<file path="src/rtl/sqrt_seq_ctrl_if.sv">
// Handshake bundle for the square-root sequencer: operand request, root-core
// start/done link and the held result port.
interface sqrt_seq_ctrl_if;
   logic        in_valid;
   logic        in_ready;
   logic [31:0] A;
   logic [4:0]  sel;
   logic        core_start;
   logic [31:0] core_A;
   logic        core_done;
   logic [31:0] core_ans;
   logic        out_valid;
   logic        out_ready;
   logic [31:0] S;
   logic        out_special;
   logic        out_err;

   modport slave (
      input  in_valid, A, sel, core_done, core_ans, out_ready,
      output in_ready, core_start, core_A, out_valid, S, out_special, out_err
   );

   modport master (
      output in_valid, A, sel, core_done, core_ans, out_ready,
      input  in_ready, core_start, core_A, out_valid, S, out_special, out_err
   );
endinterface

</file>
<file path="src/rtl/sqrt_seq_ctrl.sv">
// FPAU square-root sequencer: resolves special operands locally, sends the rest
// to the shared iterative root core with a timeout, and holds each result.
module sqrt_seq_ctrl #(
   parameter int MAX_WAIT = 64
) (
   input  logic           clk,
   input  logic           rst,
   sqrt_seq_ctrl_if.slave bus
);
   localparam int CW = (MAX_WAIT > 1) ? $clog2(MAX_WAIT) : 1;
   localparam logic [CW-1:0] LAST = CW'(MAX_WAIT - 1);

   typedef enum logic [1:0] {IDLE, BUSY, HOLD} state_t;

   state_t        state, state_nxt;
   logic [CW-1:0] cnt, cnt_nxt;
   logic [31:0]   s_q, s_nxt;
   logic [31:0]   a_q, a_nxt;
   logic          spec_q, spec_nxt;
   logic          err_q, err_nxt;

   // Classification runs on the incoming operand: it is only used at accept.
   logic        exp_ones, man_zero, is_inf, is_nan, is_zero;
   logic        byp;
   logic [31:0] byp_s;

   assign exp_ones = (bus.A[30:23] == 8'hFF);
   assign man_zero = (bus.A[22:0] == 23'h0);
   assign is_inf   = exp_ones & man_zero;
   assign is_nan   = exp_ones & ~man_zero;
   assign is_zero  = (bus.A[30:0] == 31'h0);

   always_comb begin
      byp   = 1'b1;
      byp_s = 32'h0;
      if (is_inf)
         byp_s = bus.sel[0] ? {bus.A[31], 31'h7F800000} : 32'h7F800000;
      else if (is_nan)
         byp_s = 32'h7FFFFFFF;
      else if (is_zero)
         byp_s = (bus.sel == 5'd0) ? 32'h7FFFFFFF : 32'h00000000;
      else if (bus.sel == 5'd0)
         byp_s = 32'h3F800000;
      else
         byp = 1'b0;
   end

   always_comb begin
      state_nxt = state;
      cnt_nxt   = cnt;
      s_nxt     = s_q;
      a_nxt     = a_q;
      spec_nxt  = spec_q;
      err_nxt   = err_q;
      case (state)
         IDLE: begin
            if (bus.in_valid) begin
               a_nxt   = bus.A;
               cnt_nxt = '0;
               if (byp) begin
                  s_nxt     = byp_s;
                  spec_nxt  = 1'b1;
                  err_nxt   = 1'b0;
                  state_nxt = HOLD;
               end else begin
                  state_nxt = BUSY;
               end
            end
         end
         BUSY: begin
            cnt_nxt = cnt + CW'(1);
            // core_done wins over a timeout landing in the same cycle
            if (bus.core_done) begin
               s_nxt     = bus.core_ans;
               spec_nxt  = 1'b0;
               err_nxt   = 1'b0;
               state_nxt = HOLD;
            end else if (cnt == LAST) begin
               s_nxt     = 32'h7FFFFFFF;
               spec_nxt  = 1'b0;
               err_nxt   = 1'b1;
               state_nxt = HOLD;
            end
         end
         HOLD: begin
            if (bus.out_ready)
               state_nxt = IDLE;
         end
         default: state_nxt = IDLE;
      endcase
   end

   always_ff @(posedge clk) begin
      if (rst) begin
         state  <= IDLE;
         cnt    <= '0;
         s_q    <= 32'h0;
         a_q    <= 32'h0;
         spec_q <= 1'b0;
         err_q  <= 1'b0;
      end else begin
         state  <= state_nxt;
         cnt    <= cnt_nxt;
         s_q    <= s_nxt;
         a_q    <= a_nxt;
         spec_q <= spec_nxt;
         err_q  <= err_nxt;
      end
   end

   assign bus.in_ready    = (state == IDLE) & ~rst;
   assign bus.core_start  = (state == BUSY) & (cnt == '0);
   assign bus.core_A      = a_q;
   assign bus.out_valid   = (state == HOLD);
   assign bus.S           = s_q;
   assign bus.out_special = spec_q;
   assign bus.out_err     = err_q;
endmodule

</file>
<file path="src/flat_wrapper.sv">
// flat-port wrapper written by rule: the top's interface ports become plain ports
module sqrt_seq_ctrl_flat 
#(
   parameter int MAX_WAIT = 64
)
  (clk, rst, bus_in_valid, bus_A, bus_sel, bus_core_done, bus_core_ans, bus_out_ready, bus_in_ready, bus_core_start, bus_core_A, bus_out_valid, bus_S, bus_out_special, bus_out_err);
  sqrt_seq_ctrl_if bus_i ();
  input  logic clk;
  input  logic rst;
  input wire logic [$bits(bus_i.in_valid)-1:0] bus_in_valid;
  input wire logic [$bits(bus_i.A)-1:0] bus_A;
  input wire logic [$bits(bus_i.sel)-1:0] bus_sel;
  input wire logic [$bits(bus_i.core_done)-1:0] bus_core_done;
  input wire logic [$bits(bus_i.core_ans)-1:0] bus_core_ans;
  input wire logic [$bits(bus_i.out_ready)-1:0] bus_out_ready;
  output wire logic [$bits(bus_i.in_ready)-1:0] bus_in_ready;
  output wire logic [$bits(bus_i.core_start)-1:0] bus_core_start;
  output wire logic [$bits(bus_i.core_A)-1:0] bus_core_A;
  output wire logic [$bits(bus_i.out_valid)-1:0] bus_out_valid;
  output wire logic [$bits(bus_i.S)-1:0] bus_S;
  output wire logic [$bits(bus_i.out_special)-1:0] bus_out_special;
  output wire logic [$bits(bus_i.out_err)-1:0] bus_out_err;
  assign bus_i.in_valid = bus_in_valid;
  assign bus_i.A = bus_A;
  assign bus_i.sel = bus_sel;
  assign bus_i.core_done = bus_core_done;
  assign bus_i.core_ans = bus_core_ans;
  assign bus_i.out_ready = bus_out_ready;
  assign bus_in_ready = bus_i.in_ready;
  assign bus_core_start = bus_i.core_start;
  assign bus_core_A = bus_i.core_A;
  assign bus_out_valid = bus_i.out_valid;
  assign bus_S = bus_i.S;
  assign bus_out_special = bus_i.out_special;
  assign bus_out_err = bus_i.out_err;
  sqrt_seq_ctrl #(.MAX_WAIT(MAX_WAIT)) u_core (.clk(clk), .rst(rst), .bus(bus_i));
endmodule
</file>
<file path="config.mk">
export PLATFORM = sky130hd
export DESIGN_NAME = sqrt_seq_ctrl_flat
export DESIGN_NICKNAME = d
export VERILOG_FILES = /design/src/rtl/sqrt_seq_ctrl_if.sv /design/src/rtl/sqrt_seq_ctrl.sv /design/src/flat_wrapper.sv
export SDC_FILE = /design/constraint.sdc
export NUM_CORES = 1
export LEC_CHECK = 0
export CORE_ASPECT_RATIO = 0.7
export CORE_MARGIN = 8
export CORE_UTILIZATION = 48
export CTS_CLUSTER_SIZE = 28
export DETAILED_ROUTE_END_ITERATION = 7
export GPL_ROUTABILITY_DRIVEN = 0
export GPL_TIMING_DRIVEN = 0
export PLACE_DENSITY = 0.92
export SLEW_MARGIN = 10
export SYNTH_ARGS = -nofsm -noshare
export SYNTH_HDL_FRONTEND = slang
export SYNTH_SLANG_ARGS = --single-unit
</file>
<file path="constraint.sdc">
create_clock -name clk -period 3.4 [get_ports clk]
set_input_delay 0.68 -clock clk [delete_from_list [all_inputs] [get_ports clk]]
set_output_delay 0.68 -clock clk [all_outputs]
set_load 0.005 [all_outputs]
</file>
Run 1, gate-type map:
Drawn at 3 px/µm.
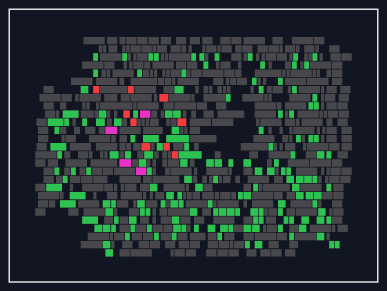
Key: green = inverting AOI/OAI gates [cells 156]; magenta = multiplexers [cells 4]; red = AND and OR gates [cells 9]

Run 1, clock nets:
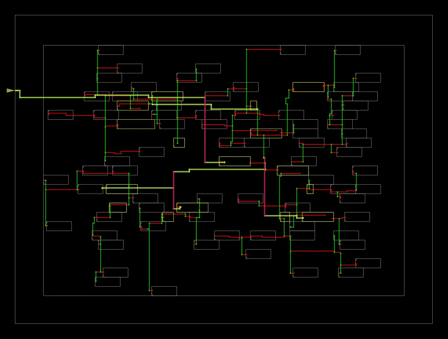
Latency at later pin: 0.33 ns
CTS Buf Count: 9

Run 1, I/O nets highlighted:
Drawn at 4 px/µm.
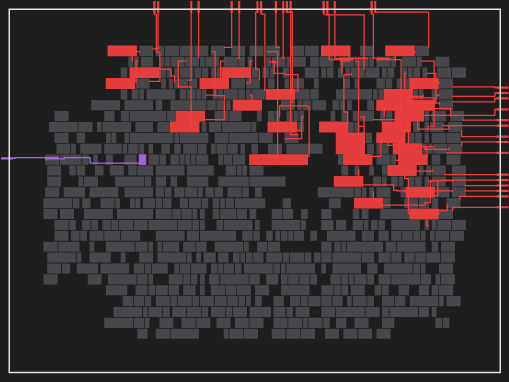
Key: purple = `bus_in_ready` [bits 1, direction output, edge left, end cells 1, buffers 1, wire 37.4 µm]; red = `bus_core_A` [bits 32, direction output, edge 17 top, 15 right, end cells 32, buffers 32, wire 1000 µm]

==> reports/metrics.csv, run 1 <==
stage,metric,value,unit
global_routing,number of global-route vias before repair,4253,
clock_network,Hold Buf Count CTS,0,
min_path,hold wc startpoint,u_core.bus.core_A[24],
min_path,sink of the worst hold path,u_core.bus.core_A[24],
worst_setup_path,CP Cell Sequence,clkdlybuf4s50_1 -> clkbuf_1 -> clkbuf_2 -> nor3_1 -> clkdlybuf4s50_1,
worst_setup_path,CP max stage cell,clkdlybuf4s50_1,
placement,IO buf count,142,
global_routing,Most Crowded Layer GR,met2,
global_routing,met2 usage,39.63,%
die,core area,0.007770,mm²
status,outcome,"complete, no violations",
detailed_routing,Detailed Routing Iterations Pass 1,5,
final_layout,FILL cells,588,
logic_synthesis,synthesized instance count,469,
final_layout,Post-Layout Cell Count,728,
detailed_routing,vias post-DR,4228,
sta,final max-slew violation count,0,
final_layout,sequential portion of the cell area,26.20,%
die,die area,0.01107,mm²
die,TAP cells,101,
placement,Placed Instances,712,
logic_synthesis,ys cells,469,
power,PD cells,451.7,mW/mm²
sta,Slew @ Worst Pin,0.6851,ns
logic_synthesis,Syn Area/Cell,8.105,µm²
clock_network,TritonCTS clock tree,yes,
die,Starting Density,48.92,%
final_layout,clkbuf count,10,
final_layout,Storage cell area,0.001481,mm²
logic_synthesis,"Seq share, synth",38.97,%
job,Max Cap Violations,0,
power,Lkg Pwr,2.051,nW
placement,pre-CTS setup slack,0.05634,ns
sta,Final min period,3.284,ns
worst_setup_path,reg2reg setup slack,1.33,ns
worst_setup_path,crit path from,rst,
final_layout,Area growth syn-to-layout,48.75,%
logic_synthesis,Synth cell types,44,
logic_synthesis,YS warnings,0,
final_layout,buffer share of cell area,29.23,%
min_path,Hold Path Depth,2,
detailed_routing,DRC viols,0,
final_layout,Max-area cell class,multi-input combinational cells,
clock_network,CTS Root Cell,clkbuf_16,
placement,DP HPWL,9984,µm
worst_setup_path,Crit Path Class,input port to output port,
detailed_routing,WL/cell,18.56,µm
final_layout,logic area,0.001954,mm²
final_layout,Buffers excl. clock,183,
logic_synthesis,synthesized area,0.003801,mm²
final_layout,Final Util,72.77,%
sta,skew final,0.005494,ns
global_routing,M1 GR Usage,28.23,%
detailed_routing,routed wire length,13520,µm
logic_synthesis,number of enable flip-flop cells,0,
sta,Slew HR,53.90,%
worst_setup_path,"Top cell by count, worst path",clkdlybuf4s50_1,
sta,endpoints failing setup,0,
global_routing,antenna violations before repair,0,
worst_setup_path,Crit. End Element,output port,
final_layout,Non-clock inverters,36,
sta,setup ws final,0.1155,ns
global_routing,Tot GR Track Use,23.52,%
die,Die W,122.4,µm
die,Die H,90.46,µm
worst_setup_path,max incr delay on CP,0.59,ns
final_layout,#MultiIn Comb,318,
global_routing,first-pass GRT wire length,21220,µm
[run 1: tightest hold or removal path: cells and delay by family (launching register included)]
| kind | cells | cell delay [ns] |
|---|---|---|
| DFF | 1 | 0.31 |
| AOI/OAI and AO/OA | 1 | 0.05 |
| and+or+nand+nor | 1 | 0.05 |
[run 1: power by group]
group	switching [W]	internal (W)
clock	0.000379	0.000589
combinational	0.000298	0.000313
sequential	0.0000422	0.000933
[run 1: per-stage QoR]
stage | hold slack, ns | total power, W | instance area (µm²)
global placement | 0.4432 | 0.001567 | 5349
floorplan | 0.4504 | 0.001283 | 3801
global route | 0.4778 | 0.002655 | 5654
finish | 0.4531 | 0.002554 | 5654
CTS | 0.4537 | 0.002558 | 5653
detailed placement | 0.4453 | 0.001591 | 5349
[run 1: cells by family after synthesis]
family	synth area share [%]
adders and majority gates	0.6582
AOI/OAI and AO/OA	27.85
DFF	38.97
buffers and inverters	9.612
muxes	1.119
and+or+nand+nor	21.33
xor gates and xnor gates	0.4609
[run 1: placed cells by master (no fill, tap or decap), types with 2 or more instances in the layout]
master / count
inv_1: 36
a22oi_1: 2
buf_6: 6
a211oi_1: 26
nor3_1: 7
nand3_1: 4
o21ai_0: 23
nor2_1: 12
and2_1: 2
nand2_1: 71
mux2_2: 2
or2_4: 2
clkdlybuf4s50_1: 142
nor2b_1: 3
ha_1: 2
a21oi_1: 65
nor4_1: 9
xnor2_1: 2
buf_4: 4
and3_1: 4
dfxtp_1: 74
nand4_1: 4
mux2i_1: 2
buf_2: 13
clkbuf_16: 9
nand2b_1: 10
clkbuf_1: 16
clkinv_2: 2
nor4b_1: 21
a221oi_2: 7
o31ai_1: 23
[run 1: registers in the layout, summed over array words and instances (netlist names)]
name	count
u_core.cnt	6
u_core.bus.out_special	1
u_core.bus.core_A	32
u_core.state	2
u_core.bus.out_err	1
u_core.bus.S	32
[run 1: what timing repair did]
action / CTS / global route
resized: 0 / 1
endpoints found under the setup margin: 0 / 1
buffers inserted: 0 / 0
[run 1: worst max-delay path by stage]
stage,end,slack (ns),depth (start not counted)
floorplan,u_core.bus.S[23],1.38,5
global placement,bus_in_ready,0.07,5
detailed placement,bus_in_ready,0.06,5
CTS,bus_in_ready,0.02,5
global route,bus_in_ready,0.05,5
finish,bus_in_ready,0.12,5
[run 1: routing by layer]
layer  up-vias  part of all wire [%]
met5         -                     0
met4         0                   1.2
met3        16                   8.7
met2       193                    48
met1      2017                    42
li1       2002                     -
[run 1: Yosys cell counts, types with 2 or more instances]
cell type,instances,area share [%]
buf_4,4,0.79
clkbuf_1,16,1.6
ha_1,2,0.66
and2_1,2,0.33
buf_1,2,0.20
nor2b_1,3,0.49
mux2i_1,2,0.53
inv_1,36,3.6
nor4_1,9,1.5
buf_6,6,1.8
and3_1,4,0.66
nand2_1,71,7.0
o31ai_1,23,4.5
nor3_1,7,0.92
a211oi_1,26,5.1
mux2_2,2,0.59
xnor2_1,2,0.46
nand3_1,4,0.53
a221oi_2,7,2.8
nor4b_1,21,4.8
a22oi_1,2,0.39
o21ai_0,23,3.0
nand4_1,4,0.66
nand2b_1,10,1.6
nor2_1,12,1.2
a21oi_1,65,8.6
buf_2,13,1.7
or2_4,2,0.46
dfxtp_1,74,39
==> run 1 -> run 2 <==
--- a/config.mk
+++ b/config.mk
@@ -8,7 +8,7 @@
 export CORE_ASPECT_RATIO = 0.7
 export CORE_MARGIN = 8
 export CORE_UTILIZATION = 48
-export CTS_CLUSTER_SIZE = 28
+export CTS_CLUSTER_SIZE = 40
 export DETAILED_ROUTE_END_ITERATION = 7
 export GPL_ROUTABILITY_DRIVEN = 0
 export GPL_TIMING_DRIVEN = 0
Run 2, gate-type map:
Drawn at 3 px/µm.
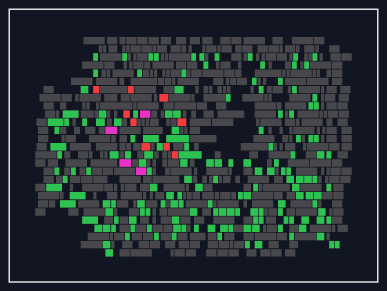
Key: red = AND and OR gates [cells 9]; green = inverting AOI/OAI gates [cells 156]; magenta = multiplexers [cells 4]

==> reports/metrics.csv, run 2 <==
stage,metric,value,unit
status,outcome,"complete, no violations",
detailed_routing,Via density,5.808,
logic_synthesis,"FFs w/ async S/R, synth",0,%
logic_synthesis,Post-synth top flop,dfxtp_1,
die,core area,0.007770,mm²
worst_setup_path,Crit path max-delay family,buffers and inverters,
global_routing,number of global-route vias before repair,4253,
logic_synthesis,Synth cell types,44,
clock_network,H-tree level count,3,
clock_network,Latency at later pin,0.33,ns
global_routing,met2 usage,39.63,%
die,Die W,122.4,µm
logic_synthesis,top-area cell type share of the netlist area,38.97,%
global_routing,Tot GR Track Use,23.52,%
placement,DP HPWL,9984,µm
sta,final hold slack,0.4531,ns
placement,IO buf count,142,
detailed_routing,WL/cell,18.56,µm
logic_synthesis,Synth area leader,dfxtp_1,
global_routing,antenna violations before repair,0,
clock_network,clk buf depth,2,
sta,Final min period,3.284,ns
logic_synthesis,synthesized area,0.003801,mm²
global_routing,first-pass GRT wire length,21220,µm
sta,Slew HR,53.90,%
detailed_routing,Detailed Routing Iterations Pass 1,5,
logic_synthesis,"Chip Area, Yosys",0.003801,mm²
power,Lkg Pwr,2.051,nW
final_layout,most frequent logic cell in the layout,clkdlybuf4s50_1,
worst_setup_path,element type at the critical path start,input port,
sta,setup TNS,0,ns
global_routing,routing usage on met3,7.620,%
worst_setup_path,CP max stage cell,clkdlybuf4s50_1,
power,sw frac,28.16,%
logic_synthesis,Syn Area/Cell,8.105,µm²
final_layout,Antenna Cells,0,
clock_network,setup bufs post-CTS,0,
worst_setup_path,max incr delay on CP,0.59,ns
die,Die H,90.46,µm
sta,Fmax,304.5,MHz
power,Seq pwr share,38.2,%
power,clock power share,37.9,%
sta,final max-slew violation count,0,
sta,post-layout period usage,96.60,%
logic_synthesis,ys cells,469,
power,PD cells,451.7,mW/mm²
final_layout,Area growth syn-to-layout,48.75,%
detailed_routing,1st-iter DRT viols,293,
clock_network,CTS Root Cell,clkbuf_16,
logic_synthesis,Yosys top cell by instances,dfxtp_1,
global_routing,Most Crowded Layer GR,met2,
die,I/O pin cnt,143,
die,Site Rows,27,
power,Max VDD drop,254.9,µV
worst_setup_path,"Top cell by count, worst path",clkdlybuf4s50_1,
logic_synthesis,synthesized instance count,469,
logic_synthesis,YS warnings,0,
die,die area,0.01107,mm²
clock_network,CTS Buf Count,9,
job,Max Cap Violations,0,
worst_setup_path,CP Cell Sequence,clkdlybuf4s50_1 -> clkbuf_1 -> clkbuf_2 -> nor3_1 -> clkdlybuf4s50_1,
worst_setup_path,Crit Path Class,input port to output port,
power,Pint,0.001835,W
worst_setup_path,Crit Path Max Fanout,10,
global_routing,largest net degree at the start of global routing,14,
sta,endpoints failing setup,0,
worst_setup_path,CP Buf/Inv Count,4,
sta,Slew @ Worst Pin,0.6851,ns
power,combinational share of power,23.9,%
final_layout,Top cells excl fill/tap,"142 x clkdlybuf4s50_1, 74 x dfxtp_1, 71 x nand2_1",
worst_setup_path,crit path DRT,2.72,ns
sta,skew final,0.005494,ns
detailed_routing,vias post-DR,4228,
sta,Hold Fails Final Rpt,0,
logic_synthesis,number of enable flip-flop cells,0,
logic_synthesis,top cells by area,"dfxtp_1 39%, a21oi_1 8.6%, nand2_1 7.0%",
final_layout,NumNets Final,698,
clock_network,TritonCTS clock tree,yes,
detailed_routing,Routed Antenna Nets,0,
clock_network,CTS Sinks,74,
global_routing,GRT overflow,0,
logic_synthesis,syn_nets,545,
sta,RSZ-0062 raised after global routing,false,
logic_synthesis,"Seq share, synth",38.97,%
worst_setup_path,worst path arrival time,2.60,ns
job,Log Warnings,27,
die,Starting Density,48.92,%
detailed_routing,DRC viols,0,
worst_setup_path,Crit. End Element,output port,
min_path,Hold Path Class,flip-flop to flip-flop,
detailed_routing,routed wire length,13520,µm
global_routing,M1 GR Usage,28.23,%
logic_synthesis,Post-synth regs,74,
logic_synthesis,most frequent cells after synthesis,"74 x dfxtp_1, 71 x nand2_1, 65 x a21oi_1",
clock_network,Clock transition at path regs,0.06,ns
power,Switch Pwr,0.0007191,W
final_layout,share of cells above drive strength 1,8.931,%
-- run 2: logic make-up after synthesis --
group           share of synthesized area, %
fa+ha+maj                             0.6582
compound gates                         27.85
flops                                  38.97
xor+xnor                              0.4609
buf+inv                                9.612
mux                                    1.119
simple gates                           21.33
-- run 2: final timing paths --
path / startpoint / endpoint / slack, ns / cells past startpoint
worst max-delay path: rst / bus_in_ready / 0.12 / 5
worst min-delay path: u_core.bus.core_A[24] / u_core.bus.core_A[24] / 0.45 / 2
worst max register to register: u_core.state[0] / u_core.bus.S[20] / 1.33 / 6
worst min register to register: u_core.bus.core_A[24] / u_core.bus.core_A[24] / 0.45 / 2
-- run 2: tightest hold or removal path, delay by kind of cell, from the launching register on --
family          cells  cell delay [ns]
flops               1             0.31
simple gates        1             0.05
compound gates      1             0.05
-- run 2: cell type report --
type / instances / area, µm²
Buffer: 41 / 231.5
Clock buffer: 10 / 239.0
Clock inverter: 6 / 65.06
Fill cell: 588 / 2116
Inverter: 36 / 135.1
Multi-Input combinational cell: 318 / 1954
Sequential cell: 74 / 1481
Tap cell: 101 / 126.4
Timing Repair Buffer: 142 / 1421
-- run 2: power groups by stage --
stage          Clock [W]  Sequential (W)  Combinational [W]
2_1_floorplan          0        0.000991           0.000291
3_3_place_gp           0        0.000987           0.000580
3_5_place_dp           0        0.000992           0.000599
4_1_cts         0.000977        0.000973           0.000607
5_1_grt          0.00102        0.000980           0.000660
6_report        0.000968        0.000975           0.000611
-- run 2: what timing repair did --
action	CTS	global route
hold endpoints to repair	0	0
endpoints found under the setup margin	0	1
hold buffers	0	0
resized	0	1
-- run 2: through the flow --
stage | setup slack [ns] | cell area [µm²] | util [%] | power, W | cells
floorplan | 1.377 | 3801 | - | 0.001283 | 469
global placement | 0.07122 | 5349 | 68.84 | 0.001567 | 712
detailed placement | 0.05634 | 5349 | 68.84 | 0.001591 | 712
CTS | 0.02044 | 5653 | 72.75 | 0.002558 | 728
global route | 0.04533 | 5654 | 72.77 | 0.002655 | 728
finish | 0.1155 | 5654 | 72.77 | 0.002554 | 728
-- run 2: metal layers --
metal / routed length (µm) / up-vias / share of wire, %
met4: 159 / 0 / 1.2
met5: 0 / - / 0
met1: 5695 / 2017 / 42
met2: 6479 / 193 / 48
met3: 1181 / 16 / 8.7
li1: - / 2002 / -
==> run 2 -> run 3 <==
--- a/config.mk
+++ b/config.mk
@@ -5,6 +5,7 @@
 export SDC_FILE = /design/constraint.sdc
 export NUM_CORES = 1
 export LEC_CHECK = 0
+export CAP_MARGIN = 20
 export CORE_ASPECT_RATIO = 0.7
 export CORE_MARGIN = 8
 export CORE_UTILIZATION = 48
@@ -12,6 +13,7 @@
 export DETAILED_ROUTE_END_ITERATION = 7
 export GPL_ROUTABILITY_DRIVEN = 0
 export GPL_TIMING_DRIVEN = 0
+export HOLD_SLACK_MARGIN = 0.15
 export PLACE_DENSITY = 0.92
 export SLEW_MARGIN = 10
 export SYNTH_ARGS = -nofsm -noshare
Run 3, clock nets:
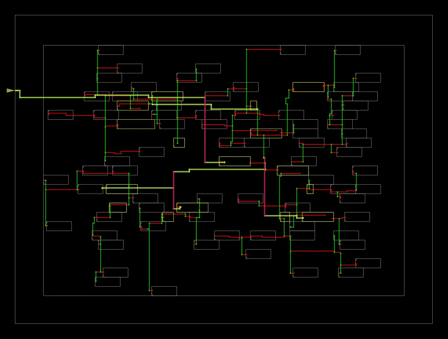
CTS Sinks: 74
Clock group: 0.000968 W
Seq Cell Count: 74
skew final: 0.005494 ns
clkbuf count: 10

==> reports/metrics.csv, run 3 <==
stage,metric,value,unit
sta,final max-slew violation count,0,
final_layout,Antenna Cells,0,
logic_synthesis,most frequent cells after synthesis,"74 x dfxtp_1, 71 x nand2_1, 65 x a21oi_1",
global_routing,antenna violations before repair,0,
sta,endpoints failing setup,0,
logic_synthesis,syn_nets,545,
logic_synthesis,synthesized area,0.003801,mm²
clock_network,Clock transition at path regs,0.06,ns
detailed_routing,Via density,5.808,
detailed_routing,WL/cell,18.56,µm
clock_network,CTS Root Cell,clkbuf_16,
clock_network,CTS Buf Count,9,
global_routing,number of global-route vias before repair,4253,
logic_synthesis,"FFs w/ async S/R, synth",0,%
worst_setup_path,worst path arrival time,2.60,ns
power,PD cells,451.7,mW/mm²
placement,IO buf count,142,
logic_synthesis,"Chip Area, Yosys",0.003801,mm²
logic_synthesis,top cells by area,"dfxtp_1 39%, a21oi_1 8.6%, nand2_1 7.0%",
final_layout,share of cells above drive strength 1,8.931,%
clock_network,setup bufs post-CTS,0,
placement,pre-CTS setup slack,0.05634,ns
detailed_routing,Detailed Routing Iterations Pass 1,5,
detailed_routing,routed wire length,13520,µm
power,Lkg Pwr,2.051,nW
job,Log Warnings,27,
worst_setup_path,crit path DRT,2.72,ns
logic_synthesis,Post-synth top flop,dfxtp_1,
logic_synthesis,"Seq share, synth",38.97,%
worst_setup_path,element type at the critical path start,input port,
placement,DP HPWL,9984,µm
logic_synthesis,Yosys top cell by instances,dfxtp_1,
power,final total power,0.002554,W
die,I/O pin cnt,143,
clock_network,Latency at later pin,0.33,ns
detailed_routing,vias post-DR,4228,
clock_network,clk buf depth,2,
min_path,Hold Path Class,flip-flop to flip-flop,
final_layout,NumNets Final,698,
die,die area,0.01107,mm²
sta,post-layout period usage,96.60,%
sta,final hold slack,0.4531,ns
worst_setup_path,Crit. End Element,output port,
job,Max Cap Violations,0,
sta,RSZ-0062 raised after global routing,false,
die,Site Rows,27,
sta,Fmax,304.5,MHz
clock_network,# resized after CTS,0,
detailed_routing,Routed Antenna Nets,0,
logic_synthesis,Syn Area/Cell,8.105,µm²
worst_setup_path,Crit Path Class,input port to output port,
final_layout,Area growth syn-to-layout,48.75,%
logic_synthesis,synthesized instance count,469,
final_layout,most frequent logic cell in the layout,clkdlybuf4s50_1,
die,Die H,90.46,µm
clock_network,Hold Buf Count CTS,0,
global_routing,first-pass GRT wire length,21220,µm
status,outcome,"complete, no violations",
clock_network,H-tree level count,3,
logic_synthesis,Synth cell types,44,
logic_synthesis,YS warnings,0,
detailed_routing,DRC viols,0,
final_layout,Final Util,72.77,%
sta,Hold Fails Final Rpt,0,
logic_synthesis,Post-synth regs,74,
global_routing,largest net degree at the start of global routing,14,
clock_network,TritonCTS clock tree,yes,
sta,setup TNS,0,ns
sta,Final min period,3.284,ns
logic_synthesis,number of enable flip-flop cells,0,
sta,setup ws final,0.1155,ns
worst_setup_path,Crit Path Max Fanout,10,
die,Starting Density,48.92,%
logic_synthesis,ys cells,469,
die,Die W,122.4,µm
global_routing,GRT overflow,0,
logic_synthesis,top-area cell type share of the netlist area,38.97,%
die,core area,0.007770,mm²
final_layout,Top cells excl fill/tap,"142 x clkdlybuf4s50_1, 74 x dfxtp_1, 71 x nand2_1",
detailed_routing,1st-iter DRT viols,293,
sta,Slew @ Worst Pin,0.6851,ns
global_routing,Tot GR Track Use,23.52,%
sta,Slew HR,53.90,%
power,Max VDD drop,254.9,µV
logic_synthesis,Synth area leader,dfxtp_1,
-- run 3: cell counts after synthesis --
Identical to the previous run, type by type.
-- run 3: kinds of logic (layout without fill, tap and decap cells) --
| family | Yosys count | after routing | share of synthesized area, % |
|---|---|---|---|
| and+or+nand+nor | 152 | 152 | 21.33 |
| AOI/OAI and AO/OA | 158 | 158 | 27.85 |
| buffers and inverters | 77 | 235 | 9.612 |
| xor gates and xnor gates | 2 | 2 | 0.4609 |
| muxes | 4 | 4 | 1.119 |
| DFF | 74 | 74 | 38.97 |
| adders and majority gates | 2 | 2 | 0.6582 |
-- run 3: cell type report --
cell class | instances | area (µm²)
plain buffers | 41 | 231.5
clock buffers | 10 | 239.0
clock inverters | 6 | 65.06
fillers | 588 | 2116
inverters | 36 | 135.1
multi-input cells | 318 | 1954
flip-flops and latches | 74 | 1481
well taps | 101 | 126.4
repair buffers | 142 | 1421
-- run 3: layer usage --
metal  up-vias  track usage [%]  share of wire (%)
met1      2017            28.23                 42
met3        16            7.620                8.7
met4         0            5.561                1.2
met5         -                0                  0
li1       2002                -                  -
met2       193            39.63                 48
-- run 3: critical path: stages --
cell             delay [ns]
clkdlybuf4s50_1        0.59
clkbuf_1               0.42
clkbuf_2               0.35
nor3_1                 0.10
clkdlybuf4s50_1        0.46
-- run 3: report_power, final --
group / switching (W) / internal [W] / leakage [nW] / total [W]
combinational: 0.000298 / 0.000313 / 1.30 / 0.000611
clock: 0.000379 / 0.000589 / 0.149 / 0.000968
sequential: 0.0000422 / 0.000933 / 0.605 / 0.000975
-- run 3: path summary, 6_finish.rpt --
check | start | to | slack (ns) | cells past startpoint
setup reg to reg | u_core.state[0] | u_core.bus.S[20] | 1.33 | 6
hold / removal | u_core.bus.core_A[24] | u_core.bus.core_A[24] | 0.45 | 2
setup / recovery | rst | bus_in_ready | 0.12 | 5
hold reg to reg | u_core.bus.core_A[24] | u_core.bus.core_A[24] | 0.45 | 2
-- run 3: through the flow --
stage	cells	instance area, µm²
after detailed placement	712	5349
after floorplan	469	3801
final	728	5654
after global placement	712	5349
after CTS	728	5653
after global routing	728	5654
Power figures rest on the tool's default switching activity, not on a simulated workload.
